--- src/rtl/rx_pkg.sv ---
// Shared types and widths for the receiver byte-assembly path.
// Nibbles are paired low-first into bytes of the form {high, low}.
package rx_pkg;

  localparam int NIB_W  = 4;
  localparam int BYTE_W = 8;

  typedef enum logic [1:0] {
    IDLE      = 2'd0,
    LOW_WAIT  = 2'd1,
    HIGH_WAIT = 2'd2
  } asm_state_t;

  function automatic logic [BYTE_W-1:0] pack_byte(input logic [NIB_W-1:0] hi,
                                                   input logic [NIB_W-1:0] lo);
    return {hi, lo};
  endfunction

endpackage

--- src/rtl/rx_byte_fifo.sv ---
// Small byte FIFO with registered storage; the head is presented combinationally.
// A push into a full FIFO is accepted only when a pop frees a slot in the same cycle.
module rx_byte_fifo
  import rx_pkg::*;
#(
  parameter int DEPTH = 4
) (
  input  logic                       clk,
  input  logic                       rst,
  input  logic                       push,
  input  logic [BYTE_W-1:0]          push_data,
  input  logic                       pop,
  output logic [BYTE_W-1:0]          data,
  output logic [$clog2(DEPTH):0]     count,
  output logic                       full,
  output logic                       empty
);

  localparam int AW = $clog2(DEPTH);
  localparam int CW = AW + 1;

  logic [BYTE_W-1:0] mem_q [DEPTH];
  logic [BYTE_W-1:0] mem_d [DEPTH];
  logic [AW-1:0]     wr_ptr_q, wr_ptr_d;
  logic [AW-1:0]     rd_ptr_q, rd_ptr_d;
  logic [CW-1:0]     count_q, count_d;
  logic              do_push_s;
  logic              do_pop_s;

  assign empty     = (count_q == CW'(0));
  assign full      = (count_q == CW'(DEPTH));
  assign do_pop_s  = pop && !empty;
  assign do_push_s = push && (!full || do_pop_s);

  always_comb begin
    mem_d    = mem_q;
    wr_ptr_d = wr_ptr_q;
    rd_ptr_d = rd_ptr_q;
    count_d  = count_q;
    if (do_push_s) begin
      mem_d[wr_ptr_q] = push_data;
      wr_ptr_d        = wr_ptr_q + AW'(1);
    end else begin
      wr_ptr_d = wr_ptr_q;
    end
    if (do_pop_s) begin
      rd_ptr_d = rd_ptr_q + AW'(1);
    end else begin
      rd_ptr_d = rd_ptr_q;
    end
    case ({do_push_s, do_pop_s})
      2'b10:   count_d = count_q + CW'(1);
      2'b01:   count_d = count_q - CW'(1);
      default: count_d = count_q;
    endcase
  end

  always_ff @(posedge clk or negedge rst) begin
    if (!rst) begin
      for (int i = 0; i < DEPTH; i++) begin
        mem_q[i] <= '0;
      end
      wr_ptr_q <= '0;
      rd_ptr_q <= '0;
      count_q  <= '0;
    end else begin
      mem_q    <= mem_d;
      wr_ptr_q <= wr_ptr_d;
      rd_ptr_q <= rd_ptr_d;
      count_q  <= count_d;
    end
  end

  // Forced to zero when empty so a drained FIFO never shows a stale byte.
  assign data  = empty ? {BYTE_W{1'b0}} : mem_q[rd_ptr_q];
  assign count = count_q;

endmodule

--- src/rtl/rx_byte_assembler.sv ---
// Pairs receiver nibbles into bytes (low first), watches the inter-nibble gap,
// and buffers completed bytes for a valid/ready consumer.
module rx_byte_assembler
  import rx_pkg::*;
#(
  parameter int DEPTH   = 4,
  parameter int TIMEOUT = 15
) (
  input  logic                    clk,
  input  logic                    rst,
  input  logic                    enable,
  input  logic [NIB_W-1:0]        nib_data,
  input  logic                    nib_valid,
  output logic [BYTE_W-1:0]       out_data,
  output logic                    out_valid,
  input  logic                    out_ready,
  output logic [$clog2(DEPTH):0]  count,
  output logic                    overrun,
  output logic                    timeout_err,
  input  logic                    clr_err
);

  localparam int TW = $clog2(TIMEOUT + 1);

  asm_state_t       state_q, state_d;
  logic [NIB_W-1:0] low_q, low_d;
  logic [TW-1:0]    timer_q, timer_d;
  logic             overrun_q, overrun_d;
  logic             timeout_err_q, timeout_err_d;

  logic             push_req_s;
  logic             timeout_evt_s;
  logic             overrun_evt_s;
  logic             pop_s;
  logic             fifo_full_s;
  logic             fifo_empty_s;
  logic [BYTE_W-1:0] push_byte_s;

  assign pop_s       = out_valid && out_ready;
  assign push_byte_s = pack_byte(nib_data, low_q);

  always_comb begin
    state_d       = state_q;
    low_d         = low_q;
    timer_d       = timer_q;
    push_req_s    = 1'b0;
    timeout_evt_s = 1'b0;
    // Disabling abandons any partial byte quietly; it is not a fault.
    if (!enable) begin
      state_d = IDLE;
      low_d   = '0;
      timer_d = '0;
    end else begin
      case (state_q)
        IDLE: begin
          state_d = LOW_WAIT;
        end
        LOW_WAIT: begin
          if (nib_valid) begin
            low_d   = nib_data;
            timer_d = '0;
            state_d = HIGH_WAIT;
          end else begin
            state_d = LOW_WAIT;
          end
        end
        HIGH_WAIT: begin
          if (nib_valid) begin
            push_req_s = 1'b1;
            low_d      = '0;
            timer_d    = '0;
            state_d    = LOW_WAIT;
          end else if (timer_q == TW'(TIMEOUT - 1)) begin
            timeout_evt_s = 1'b1;
            low_d         = '0;
            timer_d       = '0;
            state_d       = LOW_WAIT;
          end else if (timer_q != {TW{1'b1}}) begin
            timer_d = timer_q + TW'(1);
          end else begin
            timer_d = timer_q;
          end
        end
        default: begin
          state_d = IDLE;
          low_d   = '0;
          timer_d = '0;
        end
      endcase
    end
  end

  assign overrun_evt_s = push_req_s && fifo_full_s && !pop_s;

  // A new error event outranks a simultaneous clear.
  always_comb begin
    if (overrun_evt_s) begin
      overrun_d = 1'b1;
    end else if (clr_err) begin
      overrun_d = 1'b0;
    end else begin
      overrun_d = overrun_q;
    end
    if (timeout_evt_s) begin
      timeout_err_d = 1'b1;
    end else if (clr_err) begin
      timeout_err_d = 1'b0;
    end else begin
      timeout_err_d = timeout_err_q;
    end
  end

  always_ff @(posedge clk or negedge rst) begin
    if (!rst) begin
      state_q       <= IDLE;
      low_q         <= '0;
      timer_q       <= '0;
      overrun_q     <= 1'b0;
      timeout_err_q <= 1'b0;
    end else begin
      state_q       <= state_d;
      low_q         <= low_d;
      timer_q       <= timer_d;
      overrun_q     <= overrun_d;
      timeout_err_q <= timeout_err_d;
    end
  end

  rx_byte_fifo #(
    .DEPTH (DEPTH)
  ) u_fifo (
    .clk       (clk),
    .rst       (rst),
    .push      (push_req_s),
    .push_data (push_byte_s),
    .pop       (pop_s),
    .data      (out_data),
    .count     (count),
    .full      (fifo_full_s),
    .empty     (fifo_empty_s)
  );

  assign out_valid   = !fifo_empty_s;
  assign overrun     = overrun_q;
  assign timeout_err = timeout_err_q;

endmodule

--- config.mk ---
export PLATFORM = sky130hd
export DESIGN_NAME = rx_byte_assembler
export DESIGN_NICKNAME = d
export VERILOG_FILES = /design/src/rtl/rx_pkg.sv /design/src/rtl/rx_byte_fifo.sv /design/src/rtl/rx_byte_assembler.sv
export SDC_FILE = /design/constraint.sdc
export NUM_CORES = 1
export LEC_CHECK = 0
export CELL_PAD_IN_SITES_DETAIL_PLACEMENT = 1
export CELL_PAD_IN_SITES_GLOBAL_PLACEMENT = 1
export CORE_MARGIN = 5
export CORE_UTILIZATION = 41
export DETAILED_ROUTE_END_ITERATION = 6
export PLACE_DENSITY_LB_ADDON = 0.1
export SYNTH_ARGS = -nofsm -noshare
export SYNTH_HDL_FRONTEND = slang
export SYNTH_SLANG_ARGS = --single-unit
--- constraint.sdc ---
create_clock -name clk -period 5.7 [get_ports clk]
set_input_delay 0.57 -clock clk [delete_from_list [all_inputs] [get_ports clk]]
set_output_delay 0.57 -clock clk [all_outputs]
set_load 0.03 [all_outputs]
### Clock nets

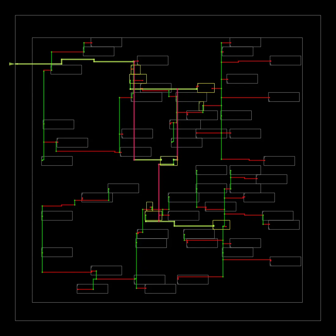
clk pwr: 208 µW
Setup Skew: 0.00981 ns
clock buffer count from CTS: 5
count of clock buffers in the final design: 6
clock sinks: 51

### Metal 1

Supply wires on this layer in grey.
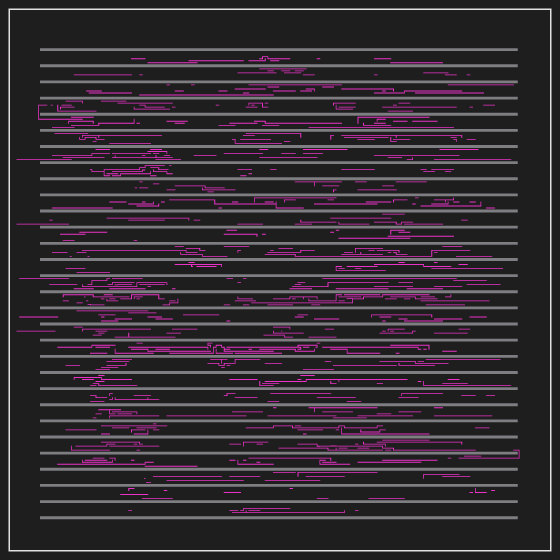
share of all routed wire	43%
nets with wire on the layer	211
main direction	horizontal
longest straight run	24.4 µm
wire length on this layer	2510 µm
met1 Usage GRT: 18.0%
vias: 1645
Detailed Route WL: 5860 µm

==> results.toml <==
# yosys + openroad results
[run_status]
status = "finished clean"

[synth]
ys_seq_share_pct = 47.4
async_flop_share_pct = 100
netlist_instances = 196
logic_family = "multiplexers"
mux_share_pct = 24.9
ys_ff = 51
synth_top_area_share_pct = 47.4
syn_nets = 213
ys_sh_aoi_pct = 7.91
ys_cells = 196
yosysTopAreaCell = "dfrtp_1"
yosys_most_used_dff = "dfrtp_1"
top_cells_by_count = "dfrtp_1 (51), mux2_4 (32), o21ai_0 (11)"
most_common_cell = "dfrtp_1"
edf_count = 0
synth_warnings = 0
synth_chip_area_um2 = 2690
ys_types = 38
syn-cell-area_um2 = 2690
adder_share_pct = 3.53

[power]
largestPowerGroup = "sequential cells"
p_seq_uw = 487
p_clk_share_pct = 19.9
p_seq_share_pct = 46.4
p_sw_uw = 373
p_int_uw = 676
powerDensity_nw_per_um2 = 343
comb_power_uw = 353
ir_drop_mv = 0.203

[layout]
drive_above_1_share_pct = 25.5
largest_class = "logic gates"
comb_cells = 128
post-route-util_pct = 48.1
final_cell_mix = "dfrtp_1 (51), mux2_4 (32), clkdlybuf4s50_1 (22), o21ai_0 (11)"
antenna_cells = 0
largest_register_ffs = 32
fin_cells = 297
flop-count = 51
num-nets-final = 236
clock_area_share_pct = 2.78
final_cell_area_um2 = 3060
comb_share_pct = 43.6
reg.largest.list = "u_fifo.mem_q: 32 flops, low_q: 4 flops, timer_q: 4 flops"
comb_area_um2 = 1330
n_all_inverters = 9
syn_to_final_growth_pct = 13.6
area_share_nonclk_buffers_pct = 7.62
seqCellArea_um2 = 1280
largest_register = "u_fifo.mem_q"
final_common_cell = "dfrtp_1"

[worst_setup_path]
required_ns = 5.13
worstSetupStartpointType = "register"
critPathKind = "reg2out"
reg2reg_to = "u_fifo.count[2]"
r2r_start = "u_fifo.count[0]"
cp_top_family = "flip-flops"
slowest_delay_ns = 0.74
crit_fanout = 10
endpoint_kind = "primary output"
r2r_cells = 7
crit_path_cell_trace = "mux4_2 > and2_1 > clkdlybuf4s50_1"
cp_num_cells = 3
startpoint = "u_fifo.rd_ptr_q[0]"

[cts]
clock_latency_ns = 0.31
cts-resized-gates = 0
root_buffer = "clkbuf_8"
htreeDepth = 2
cts_setup_buffers = 0
clk_path_buf_depth = 2
cts_hold_buffers = 0

[placed_design]
post-place-cells = 289
port-buffer-count = 23
place_area_um2 = 2970
dp_slack_ns = 2.94

[final_timing]
min_period_ns = 2.95
finalHoldViolCount = 0
setup_viol = 0
relSlewSlack_pct = 43.9
fmax_mhz = 339
setup_ws_ns = 2.75
drv_slew = 0
fin_hold_ws_ns = 0.368

[grt]
top_usage_layer = "met2"
grt_start_max_net_pins = 52
antenna_found_initial = 0
met2_usage_pct = 26.4
grt_pass1_wl_um = 9720
grt_util_met3_pct = 3.31

[floorplanning]
row_count = 29
tap-cell-count = 77
die_y_um = 91
die_area_um2 = 8280
chipWidth_um = 91
fp_util_pct = 42.4

[route]
routed.top_layer = "met4"
wl_met2_um = 3090
drt-vias-per-instance = 5.54
dr.first_iter.drc_count = 42
routedWlPerCell_um = 19.7
drtAntennaViolNets = 0
drtPass1Iterations = 4

[min_path]
hold_class = "in2async"

[flow_run]
warnings = 30
Power figures rest on the tool's default switching activity, not on a simulated workload.
